===== src/rtl/fft_stage_sequencer.sv =====
// Frame sequencer for a multi-stage FFT datapath: loads a frame, walks the
// stage enables one at a time, then holds the result until it is consumed.
//
// state | meaning
// ------+-------------------------------------------------------------
// IDLE  | waiting for in_valid; in_ready high
// LOAD  | one-cycle load_en strobe capturing the input samples
// STAGE | stage k enabled, c counts cycles within the stage
// HOLD  | result valid; waits for out_ready
module fft_stage_sequencer #(
    parameter int STAGE_CYCLES = 5,
    parameter int N_STAGES     = 4
) (
    input  logic       clk_100,
    input  logic       reset,
    input  logic       in_valid,
    output logic       in_ready,
    input  logic       abort,
    output logic       load_en,
    output logic [3:0] enable,
    output logic [1:0] SEL,
    output logic       out_valid,
    input  logic       out_ready,
    output logic       busy,
    output logic [7:0] frame_cnt
);

    typedef enum logic [1:0] {
        IDLE  = 2'd0,
        LOAD  = 2'd1,
        STAGE = 2'd2,
        HOLD  = 2'd3
    } state_t;

    localparam logic [3:0] C_LAST = 4'(STAGE_CYCLES - 1);
    localparam logic [1:0] K_LAST = 2'(N_STAGES - 1);

    state_t     state;
    state_t     state_nxt;
    logic [1:0] k;
    logic [3:0] c;
    logic       stage_done;

    assign stage_done = (c == C_LAST);

    always_ff @(posedge clk_100) begin
        if (reset) begin
            state     <= IDLE;
            k         <= 2'd0;
            c         <= 4'd0;
            frame_cnt <= 8'd0;
        end else begin
            state <= state_nxt;
            if (state == HOLD && out_ready && !abort) begin
                frame_cnt <= frame_cnt + 8'd1;
            end
            // Counters only advance while staying in STAGE; any entry starts at k=0, c=0.
            if (state == STAGE && state_nxt == STAGE) begin
                if (stage_done) begin
                    c <= 4'd0;
                    k <= k + 2'd1;
                end else begin
                    c <= c + 4'd1;
                end
            end else begin
                c <= 4'd0;
                k <= 2'd0;
            end
        end
    end

    always_comb begin
        state_nxt = state;
        if (abort) begin
            state_nxt = IDLE;
        end else begin
            case (state)
                IDLE:    if (in_valid) state_nxt = LOAD;
                LOAD:    state_nxt = STAGE;
                STAGE:   if (stage_done && k == K_LAST) state_nxt = HOLD;
                HOLD:    if (out_ready) state_nxt = IDLE;
                default: state_nxt = IDLE;
            endcase
        end
    end

    always_comb begin
        in_ready  = 1'b0;
        load_en   = 1'b0;
        enable    = 4'd0;
        SEL       = 2'd0;
        out_valid = 1'b0;
        busy      = 1'b1;
        case (state)
            IDLE: begin
                in_ready = 1'b1;
                busy     = 1'b0;
            end
            LOAD:  load_en = 1'b1;
            STAGE: begin
                enable = 4'b0001 << k;
                SEL    = k;
            end
            HOLD:  out_valid = 1'b1;
            default: ;
        endcase
    end

endmodule


===== config.mk =====
export PLATFORM = sky130hd
export DESIGN_NAME = fft_stage_sequencer
export DESIGN_NICKNAME = d
export VERILOG_FILES = /design/src/rtl/fft_stage_sequencer.sv
export SDC_FILE = /design/constraint.sdc
export NUM_CORES = 1
export LEC_CHECK = 0
export CAP_MARGIN = 5
export CORE_ASPECT_RATIO = 1.1
export CORE_MARGIN = 2
export CORE_UTILIZATION = 38
export CTS_CLUSTER_SIZE = 14
export DETAILED_ROUTE_END_ITERATION = 8
export PLACE_DENSITY = 0.76
export SLEW_MARGIN = 25
export SYNTH_ARGS = -nofsm -noshare
export SYNTH_HDL_FRONTEND = slang
export SYNTH_SLANG_ARGS = --single-unit
export TNS_END_PERCENT = 10

===== constraint.sdc =====
create_clock -name clk_100 -period 1.8 [get_ports clk_100]
set_clock_uncertainty 0.05 [all_clocks]
set_input_delay 0.54 -clock clk_100 [delete_from_list [all_inputs] [get_ports clk_100]]
set_output_delay 0.54 -clock clk_100 [all_outputs]
set_load 0.01 [all_outputs]

Run 1, signal wires by layer:
Drawn at 12 px/µm. Two of the layers only.
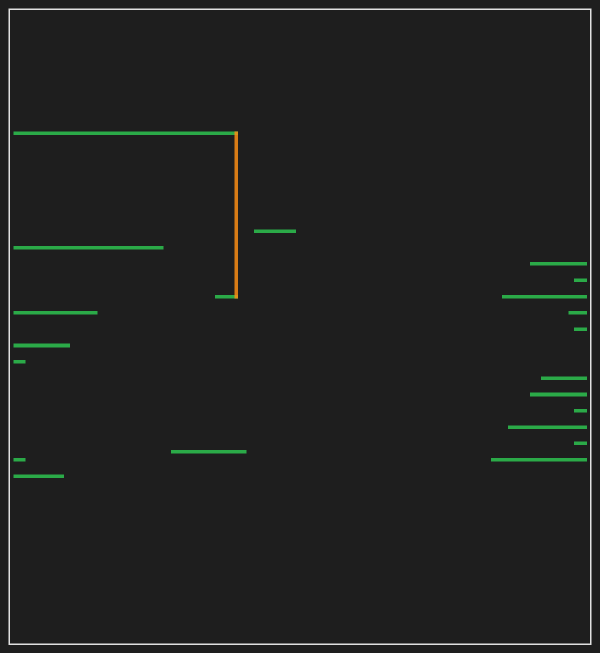
Key: metal 3 = green [wire length 95.5 µm]; metal 4 = orange [wire length 13.6 µm]
Total Routing Usage GR: 15.2%
via count: 749
Post-Route WL: 1790 µm

Run 1, clock routing:
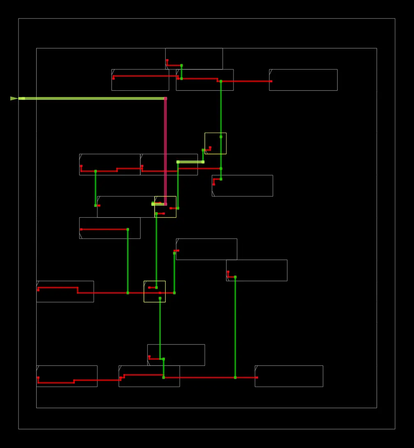
Clock Sinks: 16
Seq cells: 16
Clock Power: 0.187 mW
CLK BUF: 3

Run 1, a small window of the routed layout:
Region (26, 30) to (46, 50) µm. Cells in gray, sequential cells in the stronger gray; small squares are vias.
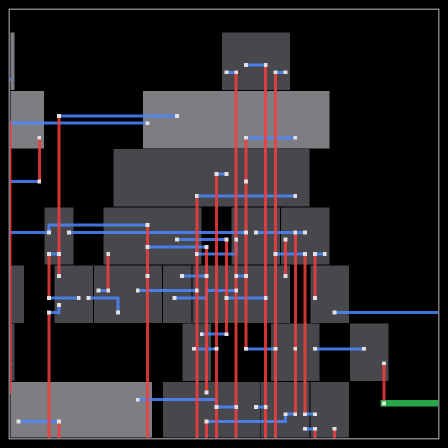
Key: metal 1 = blue; metal 3 = green; metal 2 = red
Most frequent: and2_1 (4), ha_1 (3). Sequential cells in the window: 2. 19 logic cells have their middle in the window. Netlist names of flops here include `k` (2).

Run 1, met2 routing:
Drawn at 8 px/µm. Cells faint in the background.
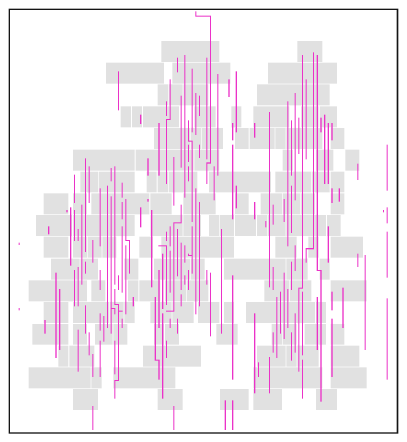
The wires run mostly vertical. 118 nets have wire on it. The longest straight run is 29.1 µm.
M2 GR Usage: 28.9%

==> impl_metrics.py, run 1 <==
# Auto-generated metrics
metrics = {
    "run_status": {
        "status": "finished clean",
    },
    "hold_path": {
        "worstHoldStart": "c[0]",
    },
    "final_timing": {
        "fin_tns_setup_ns": 0,
        "setup_violations": 0,
        "report.final.slew_viol_count": 0,
        "fin_ws_ns": 0.0236,
        "fin_crit_sh_pct": 98.7,
        "hold_viol_final": 0,
    },
    "logic_synthesis": {
        "ys_async_sr_fraction_pct": 0,
        "synthCells": 96,
        "largest_area_cell": "dfxtp_1",
        "yosys_warnings": 0,
        "edf_count": 0,
    },
    "cells_and_area": {
        "combGateArea_um2": 487,
        "areaGrowthSynthToFinish_pct": 43.4,
        "stdcell_area_mm2": 0.00118,
        "drive_gt1_share_pct": 28.3,
        "utilization_pct": 58.3,
        "fin_cells": 155,
        "antenna_cells": 0,
        "regArea_um2": 337,
    },
    "power": {
        "peakVddDrop_v": 0.000367,
        "fin_total_pwr_mw": 0.592,
        "switching_power_mw": 0.133,
    },
    "critical_path": {
        "cp.buffers_inverters": 2,
        "crit_path_top_delay_cell": "dfxtp_2",
        "reg2reg_slack_ns": 0.33,
        "path_cells": "inv_1 > ha_1 > and2_1 > buf_2",
        "worstPathArrival_ns": 1.19,
    },
    "route": {
        "wl_per_cell_um": 11.5,
        "drc": 0,
    },
    "run": {
        "warnings": 32,
    },
    "die": {
        "row_count": 17,
    },
    "clocking": {
        "cts_tree": "done",
    },
    "grt": {
        "grt_first_pass_wirelength_um": 2990,
    },
}
## run 1: sequential cells by signal (all words and copies together) (netlist names)
register	count
c	4
frame_cnt	8
k	2
state	2
## run 1: what timing repair did
action / in CTS / in global routing
endpoints found under the setup margin: 17 / 16
cloned: 0 / 0
hold buffers: 0 / 0
pin swaps: 0 / 0
gates resized: 43 / 15
## run 1: cell type report
type	count	share of cell area, %
inverter	10	3.18
timing repair buffer	31	22.1
sequential	16	28.6
clock buffer	3	1.91
tap	28	2.97
multi-input combinational	67	41.3
## run 1: logic make-up (layout without fill, tap and decap cells)
group / count (synthesis) / count (layout) / synth area share (%)
compound gates: 15 / 15 / 10.8
xor+xnor: 3 / 3 / 3.20
fa+ha+maj: 7 / 7 / 10.7
buf+inv: 13 / 44 / 6.39
flops: 16 / 16 / 39.0
mux: 2 / 2 / 2.59
simple gates: 40 / 40 / 27.4
## run 1: per-layer routing
layer / vias up / track usage (%) / wire [µm]
met5: - / 0 / 0
met4: 0 / 7.14 / 13
met3: 2 / 4.00 / 95
met2: 22 / 28.9 / 932
met1: 338 / 15.6 / 745
li1: 387 / - / -
## run 1: how the worst max path moves through the flow
stage	cells after the start	endpoint	slack, ns
after floorplan	3	frame_cnt[7]	0.25
after global placement	4	frame_cnt[7]	-0.24
after detailed placement	4	frame_cnt[7]	-0.29
after CTS	4	out_valid	-0.25
after global routing	4	enable[0]	-0.03
final	4	enable[0]	0.02
## run 1: power by group through the flow
stage               sequential [mW]  clock (mW)  combinational [mW]
finish                        0.357       0.187              0.0477
global route                  0.357       0.207              0.0518
CTS                           0.358       0.195              0.0471
detailed placement            0.366           0              0.0491
global placement              0.366           0              0.0483
floorplan                     0.366           0              0.0176
Run 1, wires at chosen ports, followed through buffers:
Drawn at 8 px/µm.
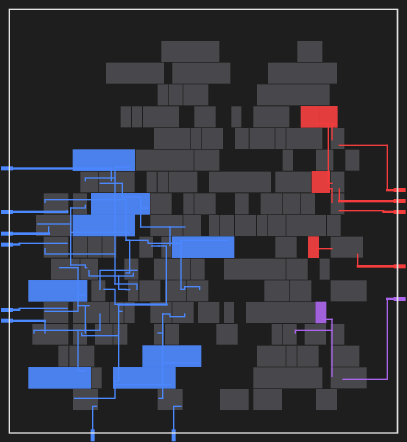

==> run 1 -> run 2 <==
--- a/config.mk
+++ b/config.mk
@@ -6,12 +6,14 @@
 export NUM_CORES = 1
 export LEC_CHECK = 0
 export CAP_MARGIN = 5
+export CELL_PAD_IN_SITES_DETAIL_PLACEMENT = 1
+export CELL_PAD_IN_SITES_GLOBAL_PLACEMENT = 1
 export CORE_ASPECT_RATIO = 1.1
 export CORE_MARGIN = 2
-export CORE_UTILIZATION = 38
+export CORE_UTILIZATION = 33
 export CTS_CLUSTER_SIZE = 14
 export DETAILED_ROUTE_END_ITERATION = 8
-export PLACE_DENSITY = 0.76
+export PLACE_DENSITY = 0.86
 export SLEW_MARGIN = 25
 export SYNTH_ARGS = -nofsm -noshare
 export SYNTH_HDL_FRONTEND = slang
Run 2, wires at chosen ports, followed through buffers:
Drawn at 6 px/µm.
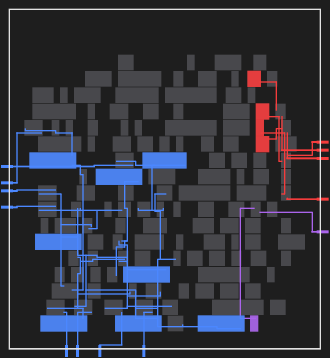
Key: `out_valid` = purple [bits 1, direction output, edge right, end cells 1, buffers 1, wire 35.9 µm]; `frame_cnt` = blue [bits 8, direction output, edge 4 left, 4 bottom, end cells 8, buffers 8, wire 369 µm]; `enable` = red [bits 4, direction output, edge right, end cells 4, buffers 4, wire 68.3 µm]

==> impl_metrics.py, run 2 <==
# Auto-generated metrics
metrics = {
    "run": {
        "warnings": 32,
    },
    "logic_synthesis": {
        "ys_async_sr_fraction_pct": 0,
        "synthCells": 96,
        "largest_area_cell": "dfxtp_1",
        "edf_count": 0,
    },
    "clocking": {
        "cts_tree": "done",
        "root_buffer": "clkbuf_4",
        "postCtsHoldBufs": 0,
        "post_cts_resized": 58,
        "clkSinkCount": 16,
    },
    "critical_path": {
        "crit_path_top_delay_cell": "dfxtp_4",
        "cp-endpoint": "enable[2]",
        "path_cells": "inv_1 > ha_1 > and2_1 > buf_2",
        "reg2reg_slack_ns": 0.31,
        "worstPathArrival_ns": 1.16,
    },
    "run_status": {
        "status": "finished clean",
    },
    "cells_and_area": {
        "combGateArea_um2": 480,
        "top_regs": "frame_cnt x8, c x4",
        "antenna_cells": 0,
        "regMostFlops": "frame_cnt",
        "largest_reg_flops": 8,
        "drive_gt1_share_pct": 35.3,
        "regArea_um2": 344,
    },
    "route": {
        "highest_layer": "met4",
        "drc": 0,
        "wl_per_cell_um": 14.2,
        "wl_um": 2320,
        "wl_met3_um": 89,
        "vias": 823,
        "m1WireLength_um": 901,
        "wl_met2_um": 1280,
        "via_per_inst": 5.05,
    },
    "power": {
        "switching_power_mw": 0.147,
        "maxPowerGroup": "registers",
        "powerComb_mw": 0.0526,
        "peakVddDrop_v": 0.000399,
        "clock_power_mw": 0.245,
    },
    "final_timing": {
        "fin_crit_sh_pct": 97.0,
        "report.final.slew_viol_count": 0,
        "hold_viol_final": 0,
        "fin_tns_setup_ns": 0,
    },
    "grt": {
        "gr-max-usage-layer": "met2",
        "grtUsageMet3_pct": 3.72,
        "grt_use_met2_pct": 33.3,
    },
    "die": {
        "row_count": 18,
    },
}
run 2: layout make-up:
| type | instances | share of cell area (%) |
|---|---|---|
| Clock buffer | 4 | 3.01 |
| Inverter | 10 | 3.12 |
| Multi-Input combinational cell | 67 | 39.9 |
| Sequential cell | 16 | 28.6 |
| Tap cell | 30 | 3.12 |
| Timing Repair Buffer | 36 | 22.2 |
run 2: cell families (layout without fill, tap and decap cells):
group / Yosys count / after routing / synth area share [%]
adder cells (fa/ha/maj): 7 / 7 / 10.7
XOR/XNOR: 3 / 3 / 3.20
multiplexers: 2 / 2 / 2.59
flip-flops: 16 / 16 / 39.0
AND/OR/NAND/NOR: 40 / 40 / 27.4
buffers and inverters: 13 / 50 / 6.39
AND-OR/OR-AND: 15 / 15 / 10.8
run 2: per-stage QoR:
stage / instance area, µm² / instances / hold slack, ns / power [mW] / util (%)
after floorplan: 822 / 96 / 0.380 / 0.384 / -
after global placement: 1150 / 157 / 0.396 / 0.418 / 50.3
after detailed placement: 1150 / 157 / 0.410 / 0.419 / 50.3
after CTS: 1190 / 162 / 0.432 / 0.660 / 51.8
after global routing: 1200 / 163 / 0.466 / 0.672 / 52.4
final: 1200 / 163 / 0.425 / 0.651 / 52.4
run 2: worst min-delay path by stage:
stage	start	end	slack, ns	cells past startpoint
3_3_place_gp	c[0]	c[0]	0.40	1
3_5_place_dp	c[0]	c[0]	0.41	1
5_1_grt	c[0]	c[0]	0.47	1
4_1_cts	c[0]	c[0]	0.43	1
6_report	c[0]	c[0]	0.43	1
2_1_floorplan	c[0]	c[0]	0.38	1
run 2: critical path, delay by kind of cell, from the launching register on:
family        cells  cell delay [ns]
simple gates      1             0.13
flops             1             0.37
buf+inv           2             0.19
fa+ha+maj         1             0.18
Power figures rest on the tool's default switching activity, not on a simulated workload.
